$ cat config.mk
export PLATFORM = sky130hd
export DESIGN_NAME = muldiv_controller_flat
export DESIGN_NICKNAME = d
export VERILOG_FILES = /design/src/rtl/muldiv_controller_pkg.sv /design/src/rtl/muldiv_controller_if.sv /design/src/rtl/muldiv_controller_md_iter_core.sv /design/src/rtl/muldiv_controller.sv /design/src/flat_wrapper.sv
export SDC_FILE = /design/constraint.sdc
export NUM_CORES = 1
export LEC_CHECK = 0
export ABC_CLOCK_PERIOD_IN_PS = 4400
export CAP_MARGIN = 10
export CORE_MARGIN = 4
export CORE_UTILIZATION = 40
export DETAILED_ROUTE_END_ITERATION = 6
export PLACE_DENSITY = 0.59
export SLEW_MARGIN = 30
export SYNTH_ARGS = -nofsm -noshare
export SYNTH_HDL_FRONTEND = slang
export SYNTH_SLANG_ARGS = --single-unit
$ cat constraint.sdc
create_clock -name clk -period 4.4 [get_ports clk]
set_clock_uncertainty 0.05 [all_clocks]
set_input_delay 0.66 -clock clk [delete_from_list [all_inputs] [get_ports clk]]
set_output_delay 0.66 -clock clk [all_outputs]
set_load 0.1 [all_outputs]
$ cat src/rtl/muldiv_controller_pkg.sv
// Shared decode constants and FSM encodings for the RV32M multiply/divide controller.
// Pure definitions: no latency or backpressure of its own.
package muldiv_controller_pkg;

    localparam logic [3:0] INST_R_TYPE  = 4'd1;
    localparam logic [6:0] FUNC7_MULDIV = 7'b0000001;

    localparam logic [2:0] MD_MUL    = 3'b000;
    localparam logic [2:0] MD_MULH   = 3'b001;
    localparam logic [2:0] MD_MULHSU = 3'b010;
    localparam logic [2:0] MD_MULHU  = 3'b011;
    localparam logic [2:0] MD_DIV    = 3'b100;
    localparam logic [2:0] MD_DIVU   = 3'b101;
    localparam logic [2:0] MD_REM    = 3'b110;
    localparam logic [2:0] MD_REMU   = 3'b111;

    localparam logic [1:0] MD_IDLE = 2'd0;
    localparam logic [1:0] MD_CALC = 2'd1;
    localparam logic [1:0] MD_FIX  = 2'd2;
    localparam logic [1:0] MD_DONE = 2'd3;

    function automatic logic src1_signed(input logic [2:0] f3);
        return (f3 == MD_MULH) || (f3 == MD_MULHSU) || (f3 == MD_DIV) || (f3 == MD_REM);
    endfunction

    function automatic logic src2_signed(input logic [2:0] f3);
        return (f3 == MD_MULH) || (f3 == MD_DIV) || (f3 == MD_REM);
    endfunction

endpackage

$ cat src/rtl/muldiv_controller_if.sv
// EX-stage request/response bundle between the pipeline (master) and the muldiv controller (slave).
// No flow control beyond stall: the master holds the instruction while stall is high.
interface muldiv_controller_if #(
    parameter int XLEN = 32
);
    logic            start;
    logic            flush;
    logic [3:0]      instType;
    logic [2:0]      func3;
    logic [6:0]      func7;
    logic [XLEN-1:0] src1;
    logic [XLEN-1:0] src2;
    logic            isMulDiv;
    logic            busy;
    logic            done;
    logic [XLEN-1:0] result;
    logic            stall;

    modport master (
        output start, flush, instType, func3, func7, src1, src2,
        input  isMulDiv, busy, done, result, stall
    );

    modport slave (
        input  start, flush, instType, func3, func7, src1, src2,
        output isMulDiv, busy, done, result, stall
    );
endinterface

$ cat src/rtl/muldiv_controller_md_iter_core.sv
// Iterative unsigned datapath: one shift-add (multiply) or restoring shift-subtract (divide) step per cycle.
// After XLEN steps the product is {hi,lo}; for divides the quotient is in lo and the remainder in hi.
module md_iter_core #(
    parameter int XLEN = 32
) (
    input  logic            clk,
    input  logic            rst,
    input  logic            load,
    input  logic            step,
    input  logic            is_div,
    input  logic [XLEN-1:0] op_a,
    input  logic [XLEN-1:0] op_b,
    output logic [XLEN-1:0] hi,
    output logic [XLEN-1:0] lo
);
    logic [XLEN-1:0] m;
    logic            div_mode;
    logic [XLEN:0]   add_sum;
    logic [XLEN:0]   rem_shift;
    logic [XLEN:0]   rem_diff;

    // rem_shift < 2*m always holds, so the XLEN+1-bit difference never wraps its sign bit.
    always_comb begin
        add_sum   = {1'b0, hi} + (lo[0] ? {1'b0, m} : {(XLEN+1){1'b0}});
        rem_shift = {hi, lo[XLEN-1]};
        rem_diff  = rem_shift - {1'b0, m};
    end

    always_ff @(posedge clk or posedge rst) begin
        if (rst) begin
            hi       <= '0;
            lo       <= '0;
            m        <= '0;
            div_mode <= 1'b0;
        end else if (load) begin
            hi       <= '0;
            lo       <= op_a;
            m        <= op_b;
            div_mode <= is_div;
        end else if (step) begin
            if (div_mode) begin
                hi <= rem_diff[XLEN] ? rem_shift[XLEN-1:0] : rem_diff[XLEN-1:0];
                lo <= {lo[XLEN-2:0], ~rem_diff[XLEN]};
            end else begin
                {hi, lo} <= {add_sum, lo[XLEN-1:1]};
            end
        end
    end

endmodule

$ cat src/rtl/muldiv_controller.sv
// RV32M multiply/divide controller: decode, sign handling, special cases and FSM around md_iter_core; done at accept+XLEN+2 (special cases accept+1).
// Stalls EX from accept until done; optional MULDIV_FAST_MUL_EN makes multiplies single-cycle while divides stay iterative.
module muldiv_controller
    import muldiv_controller_pkg::*;
#(
    parameter int XLEN = 32
) (
    input  logic                clk,
    input  logic                rst,
    muldiv_controller_if.slave  bus
);
    localparam int              CNT_W   = $clog2(XLEN) + 1;
    localparam logic [XLEN-1:0] MIN_INT = {1'b1, {(XLEN-1){1'b0}}};

    logic [1:0]       state;
    logic [CNT_W-1:0] counter;
    logic [2:0]       op;
    logic             neg1;
    logic             neg2;
    logic [XLEN-1:0]  result_q;

    logic             md;
    logic             accept;
    logic             busy;
    logic             is_div;
    logic             a_neg;
    logic             b_neg;
    logic             div_zero;
    logic             div_ovf;
    logic             special;
    logic [XLEN-1:0]  mag_a;
    logic [XLEN-1:0]  mag_b;
    logic [XLEN-1:0]  special_val;
    logic [XLEN-1:0]  core_hi;
    logic [XLEN-1:0]  core_lo;
    logic [XLEN-1:0]  quo;
    logic [XLEN-1:0]  rem;
    logic [XLEN-1:0]  fix_val;
    logic [2*XLEN-1:0] prod_mag;
    logic [2*XLEN-1:0] prod;

    assign md     = (bus.instType == INST_R_TYPE) && (bus.func7 == FUNC7_MULDIV);
    assign accept = (state == MD_IDLE) && bus.start && md && !bus.flush;
    assign busy   = (state == MD_CALC) || (state == MD_FIX);

`ifdef MULDIV_FAST_MUL_EN
    // Sign-extending to 2*XLEN and keeping only 2*XLEN product bits is exact for every signedness mix.
    logic [2*XLEN-1:0] fast_a;
    logic [2*XLEN-1:0] fast_b;
    logic [2*XLEN-1:0] fast_p;
    logic [XLEN-1:0]   fast_val;

    always_comb begin
        fast_a   = {{XLEN{src1_signed(bus.func3) & bus.src1[XLEN-1]}}, bus.src1};
        fast_b   = {{XLEN{src2_signed(bus.func3) & bus.src2[XLEN-1]}}, bus.src2};
        fast_p   = fast_a * fast_b;
        fast_val = (bus.func3 == MD_MUL) ? fast_p[XLEN-1:0] : fast_p[2*XLEN-1:XLEN];
    end
`endif

    always_comb begin
        is_div   = bus.func3[2];
        a_neg    = src1_signed(bus.func3) && bus.src1[XLEN-1];
        b_neg    = src2_signed(bus.func3) && bus.src2[XLEN-1];
        mag_a    = a_neg ? -bus.src1 : bus.src1;
        mag_b    = b_neg ? -bus.src2 : bus.src2;
        div_zero = is_div && (bus.src2 == '0);
        div_ovf  = ((bus.func3 == MD_DIV) || (bus.func3 == MD_REM)) &&
                   (bus.src1 == MIN_INT) && (bus.src2 == '1);
        special  = div_zero || div_ovf;
        special_val = '0;
        // func3[1] separates the remainder ops from the quotient ops.
        if (div_zero) begin
            special_val = bus.func3[1] ? bus.src1 : '1;
        end else if (div_ovf) begin
            special_val = bus.func3[1] ? '0 : MIN_INT;
        end
`ifdef MULDIV_FAST_MUL_EN
        if (!is_div) begin
            special     = 1'b1;
            special_val = fast_val;
        end
`endif
    end

    md_iter_core #(.XLEN(XLEN)) u_core (
        .clk    (clk),
        .rst    (rst),
        .load   (accept && !special),
        .step   ((state == MD_CALC) && !bus.flush),
        .is_div (is_div),
        .op_a   (mag_a),
        .op_b   (mag_b),
        .hi     (core_hi),
        .lo     (core_lo)
    );

    // Magnitudes went through the core, so the operand signs are reapplied here.
    assign prod_mag = {core_hi, core_lo};
    assign prod     = (neg1 ^ neg2) ? -prod_mag : prod_mag;
    assign quo      = (neg1 ^ neg2) ? -core_lo : core_lo;
    assign rem      = neg1 ? -core_hi : core_hi;

    always_comb begin
        fix_val = rem;
        case (op)
            MD_MUL:                       fix_val = prod[XLEN-1:0];
            MD_MULH, MD_MULHSU, MD_MULHU: fix_val = prod[2*XLEN-1:XLEN];
            MD_DIV, MD_DIVU:              fix_val = quo;
            default:                      fix_val = rem;
        endcase
    end

    always_ff @(posedge clk or posedge rst) begin
        if (rst) begin
            state    <= MD_IDLE;
            counter  <= '0;
            op       <= '0;
            neg1     <= 1'b0;
            neg2     <= 1'b0;
            result_q <= '0;
        end else begin
            case (state)
                MD_IDLE: begin
                    if (accept) begin
                        op   <= bus.func3;
                        neg1 <= a_neg;
                        neg2 <= b_neg;
                        if (special) begin
                            result_q <= special_val;
                            state    <= MD_DONE;
                        end else begin
                            counter <= CNT_W'(XLEN - 1);
                            state   <= MD_CALC;
                        end
                    end
                end
                MD_CALC: begin
                    if (bus.flush) begin
                        state <= MD_IDLE;
                    end else if (counter == '0) begin
                        state <= MD_FIX;
                    end else begin
                        counter <= counter - CNT_W'(1);
                    end
                end
                MD_FIX: begin
                    if (bus.flush) begin
                        state <= MD_IDLE;
                    end else begin
                        result_q <= fix_val;
                        state    <= MD_DONE;
                    end
                end
                default: state <= MD_IDLE;
            endcase
        end
    end

    assign bus.isMulDiv = md;
    assign bus.busy     = busy;
    assign bus.done     = (state == MD_DONE);
    assign bus.result   = result_q;
    assign bus.stall    = (bus.start && md && (state == MD_IDLE)) || busy;

endmodule

$ cat src/flat_wrapper.sv
// flat-port wrapper written by rule: the top's interface ports become plain ports
module muldiv_controller_flat import muldiv_controller_pkg::*;
#(
    parameter int XLEN = 32
)
  (clk, rst, bus_start, bus_flush, bus_instType, bus_func3, bus_func7, bus_src1, bus_src2, bus_isMulDiv, bus_busy, bus_done, bus_result, bus_stall);
  muldiv_controller_if #(.XLEN(XLEN)) bus_i ();
  input  logic clk;
  input  logic rst;
  input wire logic [$bits(bus_i.start)-1:0] bus_start;
  input wire logic [$bits(bus_i.flush)-1:0] bus_flush;
  input wire logic [$bits(bus_i.instType)-1:0] bus_instType;
  input wire logic [$bits(bus_i.func3)-1:0] bus_func3;
  input wire logic [$bits(bus_i.func7)-1:0] bus_func7;
  input wire logic [$bits(bus_i.src1)-1:0] bus_src1;
  input wire logic [$bits(bus_i.src2)-1:0] bus_src2;
  output wire logic [$bits(bus_i.isMulDiv)-1:0] bus_isMulDiv;
  output wire logic [$bits(bus_i.busy)-1:0] bus_busy;
  output wire logic [$bits(bus_i.done)-1:0] bus_done;
  output wire logic [$bits(bus_i.result)-1:0] bus_result;
  output wire logic [$bits(bus_i.stall)-1:0] bus_stall;
  assign bus_i.start = bus_start;
  assign bus_i.flush = bus_flush;
  assign bus_i.instType = bus_instType;
  assign bus_i.func3 = bus_func3;
  assign bus_i.func7 = bus_func7;
  assign bus_i.src1 = bus_src1;
  assign bus_i.src2 = bus_src2;
  assign bus_isMulDiv = bus_i.isMulDiv;
  assign bus_busy = bus_i.busy;
  assign bus_done = bus_i.done;
  assign bus_result = bus_i.result;
  assign bus_stall = bus_i.stall;
  muldiv_controller #(.XLEN(XLEN)) u_core (.clk(clk), .rst(rst), .bus(bus_i));
endmodule
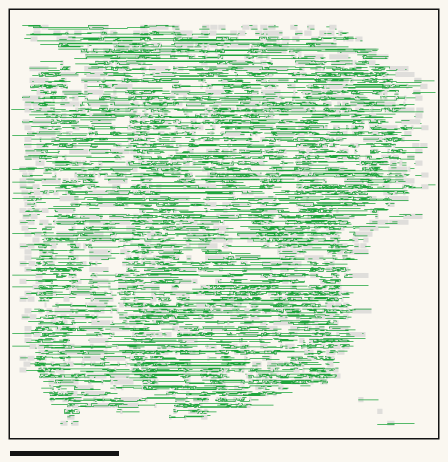
(images/met1.png)
The bar under the picture is 50 um long. Cells faint in the background.
longest straight run: 70.8 um
nets with wire on the layer: 1941
share of all routed wire: 46%

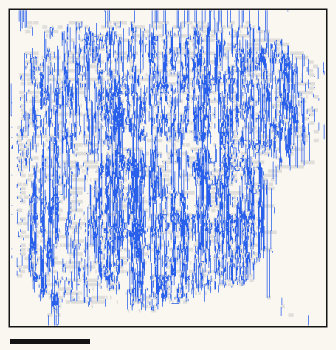
(images/met2.png)
The bar under the picture is 50 um long. Cells faint in the background.
longest straight run: 76.5 um
nets with wire on the layer: 1698

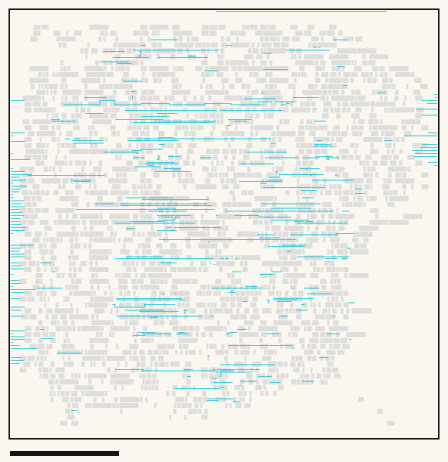
(images/met3.png)
The bar under the picture is 50 um long. Cells faint in the background.
share of all routed wire: 6.0%
nets with wire on the layer: 230

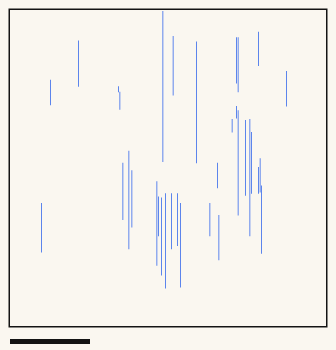
(images/met4.png)
The bar under the picture is 50 um long.
share of all routed wire: 2.5%
longest straight run: 93.8 um

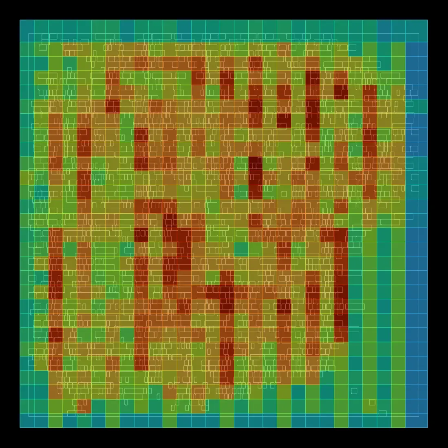
(images/final_congestion.png)
global route hottest layer: met2
GR Layer Usage met3: 0.0357
GRT Total Usage: 0.248
WL per Instance: 20.1 um
Final Util: 0.476

==> worst max-delay path by stage <==
stage	from	to	cells after the start
2_1_floorplan	bus_instType[2]	bus_stall	4
3_3_place_gp	bus_src1[7]	u_core.u_core.hi[0]	11
3_5_place_dp	bus_src1[7]	u_core.u_core.hi[26]	14
4_1_cts	u_core.u_core.lo[0]	u_core.u_core.hi[31]	15
5_1_grt	u_core.u_core.lo[0]	u_core.u_core.hi[31]	15
6_report	u_core.u_core.lo[0]	u_core.u_core.hi[31]	15
==> power by group <==
part           internal [mW]  leakage (nW)  switching (mW)  total (mW)
sequential              1.73          1.72           0.697        2.42
combinational           2.36          4.65            4.15        6.51
clock                  0.879         0.293           0.671        1.55
==> results.py <==
# Synthesis and PnR figures
metrics = {
    "pwr": {
        "p_per_area_nw_per_um2": 631,
        "p_leak_nw": 6.66,
        "design_power_total_mw": 10.5,
    },
    "cts": {
        "post_cts_buffers": 0,
        "cts_tree": "done",
        "cts_buffers": 17,
        "cts.path.max_buffers": 2,
        "root_buffer": "clkbuf_16",
    },
    "job": {
        "maxCapViolations": 0,
        "warnings": 31,
    },
    "critical_path": {
        "path_cells": "and2_1 -> ha_1 -> inv_1 -> fa_1 -> nand2b_1 -> a21oi_1 -> a211oi_1 -> o311a_1 -> a211oi_1 -> buf_4 -> o21bai_1 -> a21oi_1 -> a2111oi_0 -> or4_1 -> a311oi_1",
        "crit_family": "AND-OR/OR-AND gates",
        "worstSetupPathType": "flop to flop",
        "reg2reg_from": "u_core.u_core.lo[0]",
        "crit_buf_inv": 2,
        "critPathMaxFanout": 7,
        "reg2reg_to": "u_core.u_core.hi[31]",
    },
    "finish": {
        "clkCellAreaFrac": 0.0365,
        "n_antenna_cell": 0,
        "buffer_area_frac": 0.0972,
        "final_area_um2": 16600,
        "nFillCells": 3504,
        "finalNonFillerCells": 2428,
        "comb_share": 0.600,
        "clock_buffers": 19,
        "area_growth_pct": 16.3,
        "nets": 2119,
        "inverters": 77,
    },
    "synthesis": {
        "synth.cellmix.simpleShare": 0.184,
        "top_area_cell": "dfrtp_1",
        "synthMuxAreaShare": 0.0355,
        "ys_top_logic_family": "AND-OR/OR-AND gates",
        "synth-area-yosys_um2": 14300,
        "top_area_frac": 0.249,
        "synth_cell_type_count": 73,
        "ys_seq_frac": 0.249,
        "ys_warn_count": 0,
    },
    "global_route": {
        "grt_max_degree": 62,
        "gr-usage-met2": 0.395,
        "grt_pass1_vias": 13900,
        "grt_first_pass_wirelength_mm": 77.3,
        "grtUsageMet1": 0.352,
        "antenna_found_initial": 0,
    },
    "hold_path": {
        "worstHoldPathCells": 2,
    },
    "sta": {
        "max_freq_mhz": 243,
        "fin_setup_tns_ns": 0,
        "period_used_share": 0.935,
        "whs_ns": 0.431,
        "setup_ws_ns": 0.284,
        "min_period_ns": 4.12,
        "final_max_slew_viol_count": 0,
    },
    "floorplanning": {
        "fp_util": 0.409,
        "die_h_um": 197,
    },
    "run_status": {
        "status": "complete, no violations",
    },
    "routing": {
        "first_pass_iters": 7,
        "wl_met3_mm": 2.92,
    },
}
Power and IR drop assume default switching activity.
